===== config.mk =====
export PLATFORM = sky130hd
export DESIGN_NAME = mux4_rr_arbiter
export DESIGN_NICKNAME = d
export VERILOG_FILES = /design/src/rtl/mux4_rr_arbiter.sv
export SDC_FILE = /design/constraint.sdc
export NUM_CORES = 1
export LEC_CHECK = 0
export CAP_MARGIN = 15
export CELL_PAD_IN_SITES_DETAIL_PLACEMENT = 0
export CELL_PAD_IN_SITES_GLOBAL_PLACEMENT = 1
export CORE_UTILIZATION = 30
export CTS_BUF_LIST = sky130_fd_sc_hd__clkbuf_4 sky130_fd_sc_hd__clkbuf_8
export CTS_CLUSTER_DIAMETER = 30
export DETAILED_ROUTE_END_ITERATION = 8
export MAX_ROUTING_LAYER = met4
export PLACE_DENSITY = 0.63
export RECOVER_POWER = 100
export SYNTH_ARGS = -nofsm -noshare
export SYNTH_HDL_FRONTEND = slang
export SYNTH_SLANG_ARGS = --single-unit

===== constraint.sdc =====
create_clock -name clk -period 1.7 [get_ports clk]
set_input_delay 0.425 -clock clk [delete_from_list [all_inputs] [get_ports clk]]
set_output_delay 0.425 -clock clk [all_outputs]
set_load 0.05 [all_outputs]

===== src/rtl/mux4_rr_arbiter.sv =====
// mux4_rr_arbiter
//   Round-robin arbiter that owns the select lines {s1, s0} of a shared 4:1 mux.
//   One requester holds the grant at a time, for at most MAX_HOLD consecutive
//   cycles. The owner's data word is registered onto out_data, and out_valid
//   reports whether the owner was still requesting when that word was captured.
//   Optional build macro: MUX_ARB_LOCK_EN. It adds a 'lock' input that lets the
//   current owner keep the grant beyond MAX_HOLD while it keeps requesting.

module mux4_rr_arbiter #(
  parameter int DATA_W   = 1,
  parameter int MAX_HOLD = 4
) (
  input  logic              clk,
  input  logic              rst_n,
  input  logic [3:0]        req,
`ifdef MUX_ARB_LOCK_EN
  input  logic              lock,
`endif
  input  logic [DATA_W-1:0] i0,
  input  logic [DATA_W-1:0] i1,
  input  logic [DATA_W-1:0] i2,
  input  logic [DATA_W-1:0] i3,
  output logic [3:0]        gnt,
  output logic [1:0]        sel,
  output logic [DATA_W-1:0] out_data,
  output logic              out_valid
);

  // hold_cnt only has to reach MAX_HOLD-1; keep at least one bit for MAX_HOLD==1
  localparam int              HC_W      = (MAX_HOLD > 1) ? $clog2(MAX_HOLD) : 1;
  localparam logic [HC_W-1:0] HOLD_LAST = HC_W'(MAX_HOLD - 1);

  typedef enum logic [0:0] {
    ST_IDLE = 1'b0,
    ST_BUSY = 1'b1
  } state_t;

  state_t            state_r;
  state_t            state_s;
  logic [3:0]        gnt_r;
  logic [3:0]        gnt_s;
  logic [1:0]        sel_r;
  logic [1:0]        sel_s;
  logic [1:0]        last_r;
  logic [1:0]        last_s;
  logic [HC_W-1:0]   hold_cnt_r;
  logic [HC_W-1:0]   hold_cnt_s;
  logic [DATA_W-1:0] out_data_r;
  logic [DATA_W-1:0] out_data_s;
  logic              out_valid_r;
  logic              out_valid_s;

  logic [DATA_W-1:0] mux_data_s;
  logic              owner_req_s;
  logic              lock_hold_s;
  logic              release_s;
  logic [2:0]        pick_s;

  // Round-robin scan: first active request after last_v, wrapping so that
  // last_v itself is examined last. Returns {found, index}.
  function automatic logic [2:0] rr_pick(input logic [3:0] req_v, input logic [1:0] last_v);
    logic [2:0] res_v;
    logic [1:0] idx_v;
    res_v = 3'b000;
    // Walk from lowest to highest priority so the nearest hit wins
    for (int d = 4; d >= 1; d--) begin
      idx_v = last_v + 2'(d);
      if (req_v[idx_v]) begin
        res_v = {1'b1, idx_v};
      end else begin
        res_v = res_v;
      end
    end
    return res_v;
  endfunction

  // The shared 4:1 mux, steered by the registered select
  always_comb begin
    mux_data_s = i0;
    case (sel_r)
      2'd0:    mux_data_s = i0;
      2'd1:    mux_data_s = i1;
      2'd2:    mux_data_s = i2;
      2'd3:    mux_data_s = i3;
      default: mux_data_s = i0;
    endcase
  end

  assign owner_req_s = req[sel_r];

`ifdef MUX_ARB_LOCK_EN
  assign lock_hold_s = lock & owner_req_s;
`else
  assign lock_hold_s = 1'b0;
`endif

  // Owner gives up the grant when it stops requesting or uses up its slot
  assign release_s = (~owner_req_s) | ((hold_cnt_r == HOLD_LAST) & (~lock_hold_s));

  // While busy the scan starts after the owner, which becomes 'last' on release
  assign pick_s = rr_pick(req, (state_r == ST_BUSY) ? sel_r : last_r);

  // Next-state, grant, select and output-data decisions
  always_comb begin
    state_s     = state_r;
    gnt_s       = gnt_r;
    sel_s       = sel_r;
    last_s      = last_r;
    hold_cnt_s  = hold_cnt_r;
    out_data_s  = out_data_r;
    out_valid_s = 1'b0;
    case (state_r)
      ST_IDLE: begin
        if (pick_s[2]) begin
          state_s    = ST_BUSY;
          gnt_s      = 4'b0001 << pick_s[1:0];
          sel_s      = pick_s[1:0];
          hold_cnt_s = '0;
        end else begin
          state_s = ST_IDLE;
          gnt_s   = 4'b0000;
        end
      end
      ST_BUSY: begin
        out_data_s  = mux_data_s;
        out_valid_s = owner_req_s;
        if (release_s) begin
          last_s     = sel_r;
          hold_cnt_s = '0;
          if (pick_s[2]) begin
            // Hand over in the same edge: no idle bubble between owners
            state_s = ST_BUSY;
            gnt_s   = 4'b0001 << pick_s[1:0];
            sel_s   = pick_s[1:0];
          end else begin
            // Nobody left: drop the grant but keep sel where it was
            state_s = ST_IDLE;
            gnt_s   = 4'b0000;
          end
        end else begin
          if (hold_cnt_r != HOLD_LAST) begin
            hold_cnt_s = hold_cnt_r + HC_W'(1);
          end else begin
            hold_cnt_s = hold_cnt_r;
          end
        end
      end
      default: begin
        state_s    = ST_IDLE;
        gnt_s      = 4'b0000;
        hold_cnt_s = '0;
      end
    endcase
  end

  // State and output registers; reset gives requester 0 first priority
  always_ff @(posedge clk or negedge rst_n) begin
    if (!rst_n) begin
      state_r     <= ST_IDLE;
      gnt_r       <= 4'b0000;
      sel_r       <= 2'd0;
      last_r      <= 2'd3;
      hold_cnt_r  <= '0;
      out_data_r  <= '0;
      out_valid_r <= 1'b0;
    end else begin
      state_r     <= state_s;
      gnt_r       <= gnt_s;
      sel_r       <= sel_s;
      last_r      <= last_s;
      hold_cnt_r  <= hold_cnt_s;
      out_data_r  <= out_data_s;
      out_valid_r <= out_valid_s;
    end
  end

  assign gnt       = gnt_r;
  assign sel       = sel_r;
  assign out_data  = out_data_r;
  assign out_valid = out_valid_r;

endmodule


Fig. 1: run 1, metal 1
Scale bar: 20 um. Supply wires on this layer in gray.
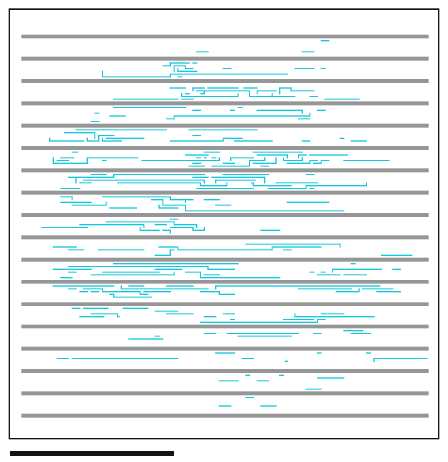
main direction = horizontal
nets with wire on the layer = 95
wire length on this layer = 822 um
share of all routed wire = 48%
longest straight run = 20.0 um

Fig. 2: run 1, met2 routing
Cells faint in the background.
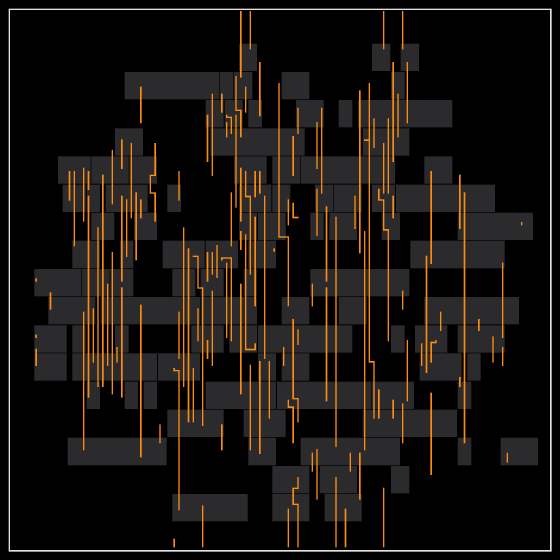
main direction = vertical
share of all routed wire = 48%
met2 Usage GRT: 25.2%
final WL: 1.71 mm

==> results.py, run 1 <==
# Auto-generated metrics
metrics = {
    "worst_setup_path": {
        "worstReg2RegEnd": "hold_cnt_r[0]$_DFFE_PN0P_",
        "cp_max_fo": 8,
        "worstPathRequired_ns": 1.86,
        "endpoint": "hold_cnt_r[0]$_DFFE_PN0P_",
        "crit_chain": "clkbuf_1, mux4_2, and3_4, mux2_2",
        "path_depth": 4,
        "worst-path-buf-inv": 1,
        "critPathTopFamily": "multiplexers",
        "end_kind": "register",
        "crit_path_max_incr_delay_ns": 0.40,
        "slowest_stage": "mux4_2",
        "rr_startpoint": "sel[1]$_DFFE_PN0P_",
        "critical_path.startpoint_type": "register",
        "worstPathArrival_ns": 1.79,
        "crit_type": "reg2reg",
        "reg2reg_depth": 4,
    },
    "sta": {
        "min_period_over_period_pct": 95.8,
        "hold_slack_ns": 0.493,
        "finalCriticalPeriod_ns": 1.63,
        "worst-slew-pin-transition_ns": 0.729,
        "setup_tns_ns": 0,
        "fmax_mhz": 614,
        "fin_skew_ns": 0.00322,
        "slew_viol_final": 0,
        "rsz0062_at_grt": "yes",
        "relSlewSlack_pct": 51.4,
        "setup_viol": 0,
    },
    "synth": {
        "synthArstFlopShare_pct": 100,
        "postSynthAreaPerCell_um2": 11.0,
        "floorplan.nets": 80,
        "flop_cell": "dfrtp_1",
        "synth_cell_types": 34,
        "ys_ff": 13,
        "ys_cells": 69,
        "syn_area_um2": 756,
        "ys_warn_count": 0,
        "synth_cells": 69,
        "synth-edff-count": 0,
        "ys_area_um2": 756,
    },
    "run": {
        "max_cap_viol_count": 0,
        "warning_count": 28,
    },
    "routing": {
        "vias_per_cell": 4.95,
        "drt_pass1_iterations": 3,
        "drc_errors": 0,
        "drtAntennaViolNets": 0,
        "num_vias": 624,
        "drt-initial-drc-count": 4,
    },
    "clock_tree": {
        "cts_hold_buf": 0,
        "cts_tree": "done",
        "numCtsBuffers": 3,
        "max-clock-path-buffers": 2,
        "cts_sinks": 13,
        "htreeDepth": 1,
        "clk_pin_slew_ns": 0.08,
        "cts_root_buf": "clkbuf_4",
        "cts_setup_buffers": 0,
    },
    "cells_and_area": {
        "area_growth_pct": 38.9,
        "seqCellArea_um2": 330,
        "final_cell_mix": "9 x dfrtp_1, 8 x buf_4, 6 x inv_1, 5 x nand2_1, 5 x clkbuf_2",
        "fill_cells": 237,
        "antenna_cells": 0,
        "layout.nets": 110,
        "logic_area_um2": 399,
        "layout_top_cell": "dfrtp_1",
        "final_core_util_pct": 45.7,
    },
    "power": {
        "power_density_nw_per_um2": 1810,
        "power_leakage_uw": 0.000494,
        "ir_drop_uv": 796,
        "power.total_uw": 1900,
    },
    "die": {
        "chipArea_um2": 2720,
        "fp.coreArea_um2": 2300,
        "fp_util_pct": 32.9,
        "num_rows": 17,
        "fp.dieH_um": 52.2,
        "ios": 18,
        "die_w_um": 52.2,
    },
    "placed_design": {
        "port_buffers": 17,
        "dp_hpwl_mm": 1.36,
        "globalplace.congestion": 0.775,
    },
    "worst_hold_path": {
        "min_path_type": "reg2reg",
    },
    "global_routing": {
        "antenna_found_initial": 0,
        "grt_pass1_wl_mm": 3.00,
        "grt_pass1_vias": 666,
        "grt-ovfl-total": 0,
    },
    "status": {
        "outcome": "finished, final reports clean",
    },
}
Fig. 3: run 1, routing congestion map
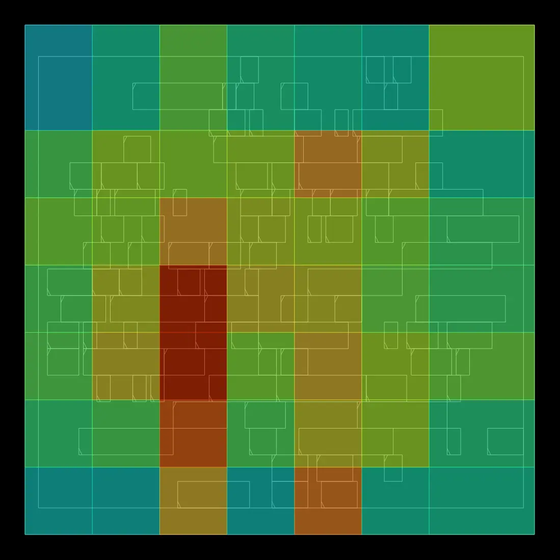
met3 GRT Util: 0.870%
global route hottest layer: met2
GR Util met1: 20.3%
post-DR wirelength/cell: 13.6 um
total track usage: 15.9%

## run 1: per-stage QoR
| stage | instance area, um^2 | setup slack [ns] | instances |
|---|---|---|---|
| final | 1050 | 0.0719 | 126 |
| after CTS | 1050 | 0.0154 | 126 |
| after global placement | 1020 | -0.343 | 122 |
| after detailed placement | 1020 | -0.400 | 122 |
| after floorplan | 758 | -0.136 | 69 |
| after global routing | 1050 | -0.00180 | 126 |
## run 1: cell type report
class	instances	share of cell area (%)
clock buffers	4	2.86
inverters	6	2.15
well taps	28	3.34
repair buffers	28	22.2
multi-input cells	47	38.0
flip-flops and latches	13	31.5
## run 1: state kept, by name, indices dropped and copies added (netlist names)
name,count
out_data,1
gnt,4
hold_cnt_r,2
out_valid,1
state_r,1
sel,2
last_r,2
## run 1: where the power goes
group | internal [uW] | total, uW | switching (uW)
Clock | 107 | 210 | 103
Sequential | 460 | 549 | 89.0
Combinational | 504 | 1140 | 638
Total | 1070 | 1900 | 830
## run 1: cells in the mapped netlist, types with 2 or more instances
library cell	instances	area, um^2
dfstp_2	2	52.6
buf_6	2	22.5
mux2_2	7	78.8
nand2_1	5	18.8
nand3_1	2	10.0
nor2_1	3	11.3
o31ai_1	2	15.0
nor2b_1	2	12.5
dfrtp_1	11	275
o21ai_0	2	10.0
a31oi_1	2	12.5
a21oi_1	2	10.0
inv_1	6	22.5
## run 1: tightest hold or removal path: cells and delay by family, from the launching register on
kind | cells | cell delay [ns]
DFF | 1 | 0.36
AOI/OAI and AO/OA | 1 | 0.06
and+or+nand+nor | 1 | 0.05
## run 1: what timing repair did
action                     in CTS  in global routing
resized                         5                  8
gates cloned                    0                  0
setup endpoints to repair       6                  7
pin swaps                       2                  3
## run 1: metal layers
metal / vias to the layer above / track usage [%] / share of wire (%)
met4: 0 / 9.21 / 1.6
met1: 301 / 20.3 / 48
met5: - / - / 0
met3: 2 / 0.870 / 2.0
met2: 9 / 25.2 / 48
li1: 312 / - / -
## run 1: cells by family after synthesis
kind of cell | synth area share, %
AOI/OAI and AO/OA | 17.4
DFF | 43.4
and+or+nand+nor | 13.7
adders and majority gates | 1.66
buffers and inverters | 6.95
muxes | 16.9
## run 1: worst min-delay path by stage
stage	from	end	slack, ns	cells past startpoint
floorplan	rst_n	gnt[0]$_DFFE_PN0N_	0.13	0
global placement	gnt[0]$_DFFE_PN0N_	gnt[0]$_DFFE_PN0N_	0.47	2
detailed placement	gnt[1]$_DFFE_PN0N_	gnt[1]$_DFFE_PN0N_	0.48	2
CTS	rst_n	out_data$_DFFE_PN0P_	0.46	2
global route	gnt[1]$_DFFE_PN0N_	gnt[1]$_DFFE_PN0N_	0.53	2
finish	gnt[0]$_DFFE_PN0N_	gnt[0]$_DFFE_PN0N_	0.49	2
==> inputs of run 2 (changes only) <==
--- a/config.mk
+++ b/config.mk
@@ -12,6 +12,7 @@
 export CTS_BUF_LIST = sky130_fd_sc_hd__clkbuf_4 sky130_fd_sc_hd__clkbuf_8
 export CTS_CLUSTER_DIAMETER = 30
 export DETAILED_ROUTE_END_ITERATION = 8
+export HOLD_SLACK_MARGIN = 0.08
 export MAX_ROUTING_LAYER = met4
 export PLACE_DENSITY = 0.63
 export RECOVER_POWER = 100
Fig. 4: run 2, wiring heat map
10 x 10 tiles, from dark blue (low) to red (high), scaled to the fullest tile. Values are wire area over tile area, all layers added.
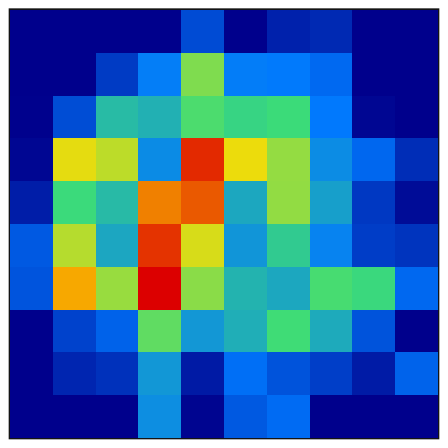
nearly empty tiles = 25%
densest ninth of the die = middle
tiles over half the peak = 20%
mean over tiles = 0.096
emptiest ninth of the die = top right
fullest tile = 0.35

Fig. 5: run 2, metal 1
Scale bar: 20 um. Supply wires on this layer in gray.
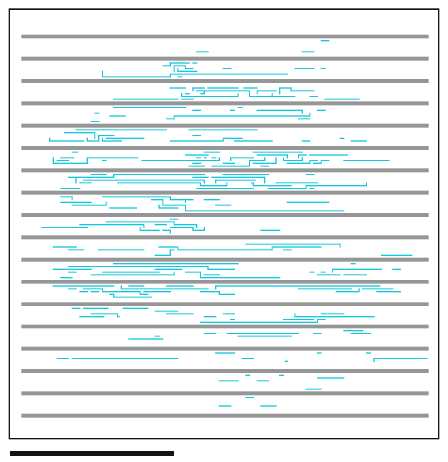
nets with wire on the layer = 95
share of all routed wire = 48%
wire length on this layer = 822 um
main direction = horizontal
Via Count: 624

==> run 2 against run 1 <==
Worst setup slack did not move. Utilization stayed put. Sequential share of layout area unchanged. Design area unchanged.
==> results.py, run 2 <==
# Auto-generated metrics
metrics = {
    "routing": {
        "finalWirelength_mm": 1.71,
        "drt_pass1_iterations": 3,
        "wl_met2_um": 830,
        "drtAntennaViolNets": 0,
        "drc_errors": 0,
    },
    "global_routing": {
        "antenna_found_initial": 0,
        "grt_pass1_vias": 666,
        "grt_pass1_wl_mm": 3.00,
        "grt-ovfl-total": 0,
    },
    "synth": {
        "topCellsByArea": "dfrtp_1 36%, mux2_2 10%, dfstp_2 7.0%",
        "flop_cell": "dfrtp_1",
        "synthArstFlopShare_pct": 100,
        "ys_warn_count": 0,
        "synth_top_area_share_pct": 36.4,
        "floorplan.nets": 80,
        "ys_cells": 69,
        "ys_ff": 13,
        "synth.most_common_cell": "dfrtp_1",
        "synth_cells": 69,
        "syn_area_um2": 756,
    },
    "cells_and_area": {
        "largest_register_ffs": 4,
        "layout.nets": 110,
        "antenna_cells": 0,
        "fill_cells": 237,
    },
    "worst_setup_path": {
        "crit_chain": "clkbuf_1, mux4_2, and3_4, mux2_2",
        "cp_max_fo": 8,
        "crit_type": "reg2reg",
        "slowest_stage": "mux4_2",
        "critical_path.startpoint_type": "register",
        "rr_startpoint": "sel[1]$_DFFE_PN0P_",
        "reg2reg_depth": 4,
    },
    "clock_tree": {
        "cts_root_buf": "clkbuf_4",
        "numCtsBuffers": 3,
        "htreeDepth": 1,
    },
    "sta": {
        "fin_ws_ns": 0.0719,
        "worst-slew-pin-transition_ns": 0.729,
        "rsz0062_at_grt": "yes",
        "finalCriticalPeriod_ns": 1.63,
        "fin_skew_ns": 0.00322,
        "fmax_mhz": 614,
    },
    "placed_design": {
        "place_ws_ns": -0.400,
        "port_buffers": 17,
        "globalplace.congestion": 0.775,
    },
    "run": {
        "warning_count": 28,
        "max_cap_viol_count": 0,
    },
    "status": {
        "outcome": "finished, final reports clean",
    },
    "power": {
        "ir_drop_uv": 796,
        "power.total_uw": 1900,
    },
    "die": {
        "fp_util_pct": 32.9,
        "num_rows": 17,
    },
    "worst_hold_path": {
        "hold_start": "gnt[0]$_DFFE_PN0N_",
    },
}
run 2: cell counts after synthesis:
No cell type changed its count.
run 2: stage by stage:
stage | TNS, ns | utilization, % | hold WS [ns] | cells | area (um^2)
6_report | 0 | 45.7 | 0.493 | 126 | 1050
2_1_floorplan | -0.626 | - | 0.129 | 69 | 758
3_3_place_gp | -2.87 | 44.4 | 0.466 | 122 | 1020
3_5_place_dp | -3.21 | 44.4 | 0.476 | 122 | 1020
5_1_grt | -0.00180 | 45.7 | 0.534 | 126 | 1050
4_1_cts | 0 | 45.8 | 0.456 | 126 | 1050
run 2: layout make-up:
type	count	area [um^2]	area share (%)
clock buffer	4	30.0	2.86
multi-input combinational	47	399	38.0
timing repair buffer	28	233	22.2
tap	28	35.0	3.34
inverter	6	22.5	2.15
sequential	13	330	31.5
run 2: worst min path at each step:
| stage | cells past startpoint | end |
|---|---|---|
| 6_report | 2 | gnt[0]$_DFFE_PN0N_ |
| 3_5_place_dp | 2 | gnt[1]$_DFFE_PN0N_ |
| 3_3_place_gp | 2 | gnt[0]$_DFFE_PN0N_ |
| 4_1_cts | 2 | out_data$_DFFE_PN0P_ |
| 2_1_floorplan | 0 | gnt[0]$_DFFE_PN0N_ |
| 5_1_grt | 2 | gnt[1]$_DFFE_PN0N_ |
run 2: kinds of logic after synthesis:
| kind of cell | count (synthesis) | synth area share, % |
|---|---|---|
| AND-OR/OR-AND | 18 | 17.4 |
| adder cells (fa/ha/maj) | 1 | 1.66 |
| buffers and inverters | 9 | 6.95 |
| flip-flops | 13 | 43.4 |
| multiplexers | 9 | 16.9 |
| AND/OR/NAND/NOR | 19 | 13.7 |
run 2: critical path, delay by kind of cell (launching register included):
kind                   cells  cell delay [ns]
muxes                      2             0.66
DFF                        1             0.39
and+or+nand+nor            1             0.25
buffers and inverters      1             0.21
run 2: power by group:
| group | internal (uW) | leakage, uW | switching, uW |
|---|---|---|---|
| Combinational | 504 | 0.000323 | 638 |
| Sequential | 460 | 0.000153 | 89.0 |
| Clock | 107 | 0.0000184 | 103 |
run 2: timing repair:
| action | in CTS | in global routing |
|---|---|---|
| pin swaps | 2 | 3 |
| setup endpoints to repair | 6 | 7 |
| resized | 5 | 8 |
run 2: per-layer routing:
metal / up-vias / global-route usage [%]
li1: 312 / -
met1: 301 / 20.3
met2: 9 / 25.2
met3: 2 / 0.870
met4: 0 / 9.21
met5: - / -
Fig. 6: run 2, met2 routing
Cells faint in the background.
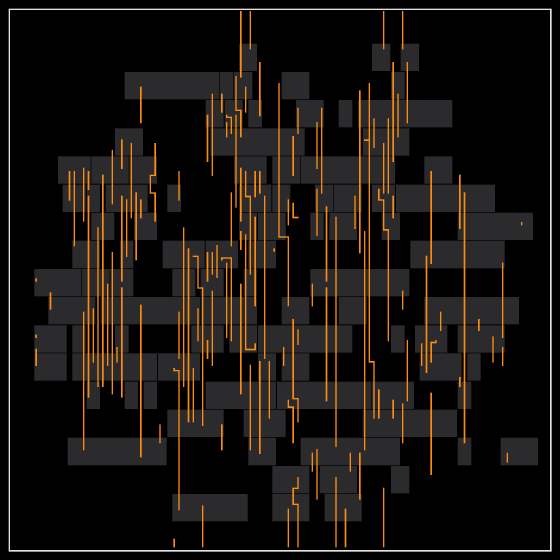

==> inputs of run 3 (changes only) <==
--- a/config.mk
+++ b/config.mk
@@ -14,7 +14,7 @@
 export DETAILED_ROUTE_END_ITERATION = 8
 export HOLD_SLACK_MARGIN = 0.08
 export MAX_ROUTING_LAYER = met4
-export PLACE_DENSITY = 0.63
+export PLACE_DENSITY = 0.65
 export RECOVER_POWER = 100
 export SYNTH_ARGS = -nofsm -noshare
 export SYNTH_HDL_FRONTEND = slang
Fig. 7: run 3, met2 routing
Cells faint in the background.
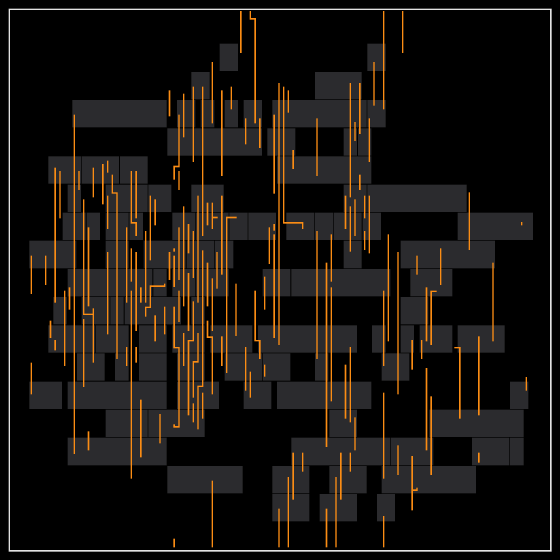
main direction = vertical
longest straight run = 32.6 um
nets with wire on the layer = 95
wire length on this layer = 820 um

==> run 3 against run 2 <==
Combinational power is essentially flat. Synthesized cell count is the same. Design area grew 0.12%. Utilization grew 0.054 points. Wire length shrank 0.23%. Via count grew 4.2%. Register-to-register slack is essentially flat. Clock-buffer cell count is the same. Clock power is essentially flat. Largest cell class unchanged. Largest power group unchanged.
==> results.py, run 3 <==
# Auto-generated metrics
metrics = {
    "status": {
        "outcome": "finished, final reports clean",
    },
    "worst_hold_path": {
        "holdPathEnd": "gnt[0]$_DFFE_PN0N_",
        "min_path_type": "reg2reg",
        "hold_depth": 2,
    },
    "power": {
        "ir_drop_uv": 739,
        "power.total_uw": 1890,
        "power_leakage_uw": 0.000494,
        "power_density_nw_per_um2": 1800,
    },
    "sta": {
        "rsz0062_at_grt": "yes",
        "min_period_over_period_pct": 95.5,
        "fin_skew_ns": 0.00489,
        "slew_viol_final": 0,
        "setup_viol": 0,
        "worst-slew-pin-transition_ns": 0.733,
        "fmax_mhz": 616,
        "fin_ws_ns": 0.0764,
        "finalCriticalPeriod_ns": 1.62,
    },
    "die": {
        "num_rows": 17,
        "fp.coreArea_um2": 2300,
        "chipArea_um2": 2720,
        "ios": 18,
        "fp_util_pct": 32.9,
        "die_w_um": 52.2,
    },
    "synth": {
        "synth_top_area_share_pct": 36.4,
        "ys_ff": 13,
        "synth-edff-count": 0,
        "ys_cells": 69,
        "synth_cell_types": 34,
        "postSynthAreaPerCell_um2": 11.0,
        "ys_warn_count": 0,
        "synth.most_common_cell": "dfrtp_1",
        "floorplan.nets": 80,
        "ys_area_um2": 756,
        "topCellsByArea": "dfrtp_1 36%, mux2_2 10%, dfstp_2 7.0%",
        "syn_area_um2": 756,
        "flop_cell": "dfrtp_1",
        "synthArstFlopShare_pct": 100,
    },
    "placed_design": {
        "port_buffers": 17,
        "dp_hpwl_mm": 1.33,
        "place_ws_ns": -0.381,
        "placed_cell_area_um2": 1010,
    },
    "clock_tree": {
        "cts_sinks": 13,
        "cts_tree": "done",
        "cts_root_buf": "clkbuf_4",
        "htreeDepth": 1,
        "numCtsBuffers": 3,
        "max-clock-path-buffers": 2,
        "clk_pin_slew_ns": 0.08,
    },
    "routing": {
        "drtAntennaViolNets": 0,
        "drt_pass1_iterations": 4,
        "drt-initial-drc-count": 15,
        "vias_per_cell": 5.16,
    },
    "cells_and_area": {
        "largest_register_ffs": 4,
        "area_growth_pct": 39.1,
        "finalInstanceArea_um2": 1050,
        "antenna_cells": 0,
        "final_core_util_pct": 45.8,
        "layout.nets": 110,
    },
    "run": {
        "max_cap_viol_count": 0,
        "warning_count": 28,
    },
    "worst_setup_path": {
        "worstPathArrival_ns": 1.81,
        "rr_startpoint": "last_r[1]$_DFFE_PN1P_",
        "end_kind": "register",
        "crit_chain": "mux2_4, mux2_2, o211a_1, o31ai_2",
        "crit_path_max_incr_delay_ns": 0.57,
        "critical_path.startpoint_type": "register",
        "critPathTopFamily": "flip-flops",
        "worstReg2RegEnd": "gnt[1]$_DFFE_PN0N_",
        "cp_max_fo": 4,
    },
    "global_routing": {
        "grt-ovfl-total": 0,
        "grt_pass1_vias": 651,
        "grt_pass1_wl_mm": 2.86,
        "antenna_found_initial": 0,
    },
}
Fig. 8: run 3, wiring heat map
10 x 10 tiles, from dark blue (low) to red (high), scaled to the fullest tile. Values are wire area over tile area, all layers added.
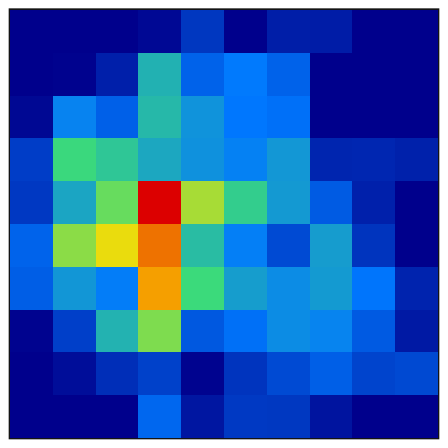
emptiest ninth of the die = top right
nearly empty tiles = 26%
tiles over half the peak = 8.0%
fullest tile = 0.48
densest ninth of the die = middle
mean over tiles = 0.098
total track usage: 15.3%
Via Count: 650
final WL: 1.71 mm
post-DR wirelength/cell: 13.6 um

## run 3: cell types whose count changed in the layout (fill, tap and decap cells not counted)
cell | before | now
dfrtp_1 | 9 | 8
nand3_2 | 0 | 1
nand3_1 | 2 | 1
a21boi_4 | 1 | 0
o21ai_0 | 0 | 1
a21boi_2 | 0 | 1
mux2_2 | 4 | 5
clkbuf_1 | 4 | 2
mux2_1 | 1 | 0
dfrtp_2 | 2 | 3
clkbuf_2 | 5 | 7
o21ai_1 | 2 | 1
## run 3: stage by stage
step                      setup TNS [ns]  hold WS, ns  instances
after floorplan                   -0.626        0.129         69
after global placement             -2.78        0.466        121
after detailed placement           -3.25        0.473        121
after CTS                              0        0.438        125
after global routing                   0        0.540        126
final                                  0        0.481        126
## run 3: what timing repair did
action | 4_1_cts | 5_1_grt
pin swaps | 1 | 2
resized | 5 | 7
buffers inserted | 0 | 1
setup endpoints to repair | 5 | 5
hold buffers | 0 | 0
## run 3: final cells by class
type	instances	area, um^2
Inverter	6	22.5
Timing Repair Buffer	28	235
Sequential cell	13	332
Clock buffer	4	30.0
Tap cell	28	35.0
Multi-Input combinational cell	47	397
Fill cell	238	1250
## run 3: worst max-delay path by stage
stage,slack [ns],start,end,depth (start not counted)
after floorplan,-0.14,sel[0]$_DFFE_PN0P_,hold_cnt_r[0]$_DFFE_PN0P_,5
after global placement,-0.34,req[0],last_r[0]$_DFFE_PN1P_,4
after detailed placement,-0.38,req[1],last_r[0]$_DFFE_PN1P_,4
after CTS,0.03,req[3],last_r[0]$_DFFE_PN1P_,4
after global routing,0.01,state_r$_DFF_PN0_,gnt[1]$_DFFE_PN0N_,4
final,0.08,last_r[1]$_DFFE_PN1P_,gnt[1]$_DFFE_PN0N_,4
## run 3: per-layer routing
metal | vias to the layer above | global-route usage, % | share of wire (%)
met5 | - | - | 0
met3 | 2 | 4.35 | 4.0
met2 | 22 | 25.0 | 48
met4 | 0 | 5.26 | 1.1
li1 | 312 | - | -
met1 | 314 | 18.2 | 47
## run 3: report_power, final
| group | leakage, uW | internal (uW) | switching, uW |
|---|---|---|---|
| registers | 0.000153 | 461 | 109 |
| clock network | 0.0000184 | 107 | 103 |
| logic | 0.000323 | 494 | 615 |
| total | 0.000494 | 1060 | 827 |
## run 3: cell families after synthesis
logic type      Yosys count  synth area share [%]
simple gates             19                  13.7
buf+inv                   9                  6.95
fa+ha+maj                 1                  1.66
compound gates           18                  17.4
flops                    13                  43.4
mux                       9                  16.9
## run 3: worst reg2reg max path, cell delays in order (launching register included)
cell     delay (ns)
dfstp_2        0.57
mux2_4         0.18
mux2_2         0.34
o211a_1        0.26
o31ai_2        0.19
Power is estimated from default activity; no workload was simulated.
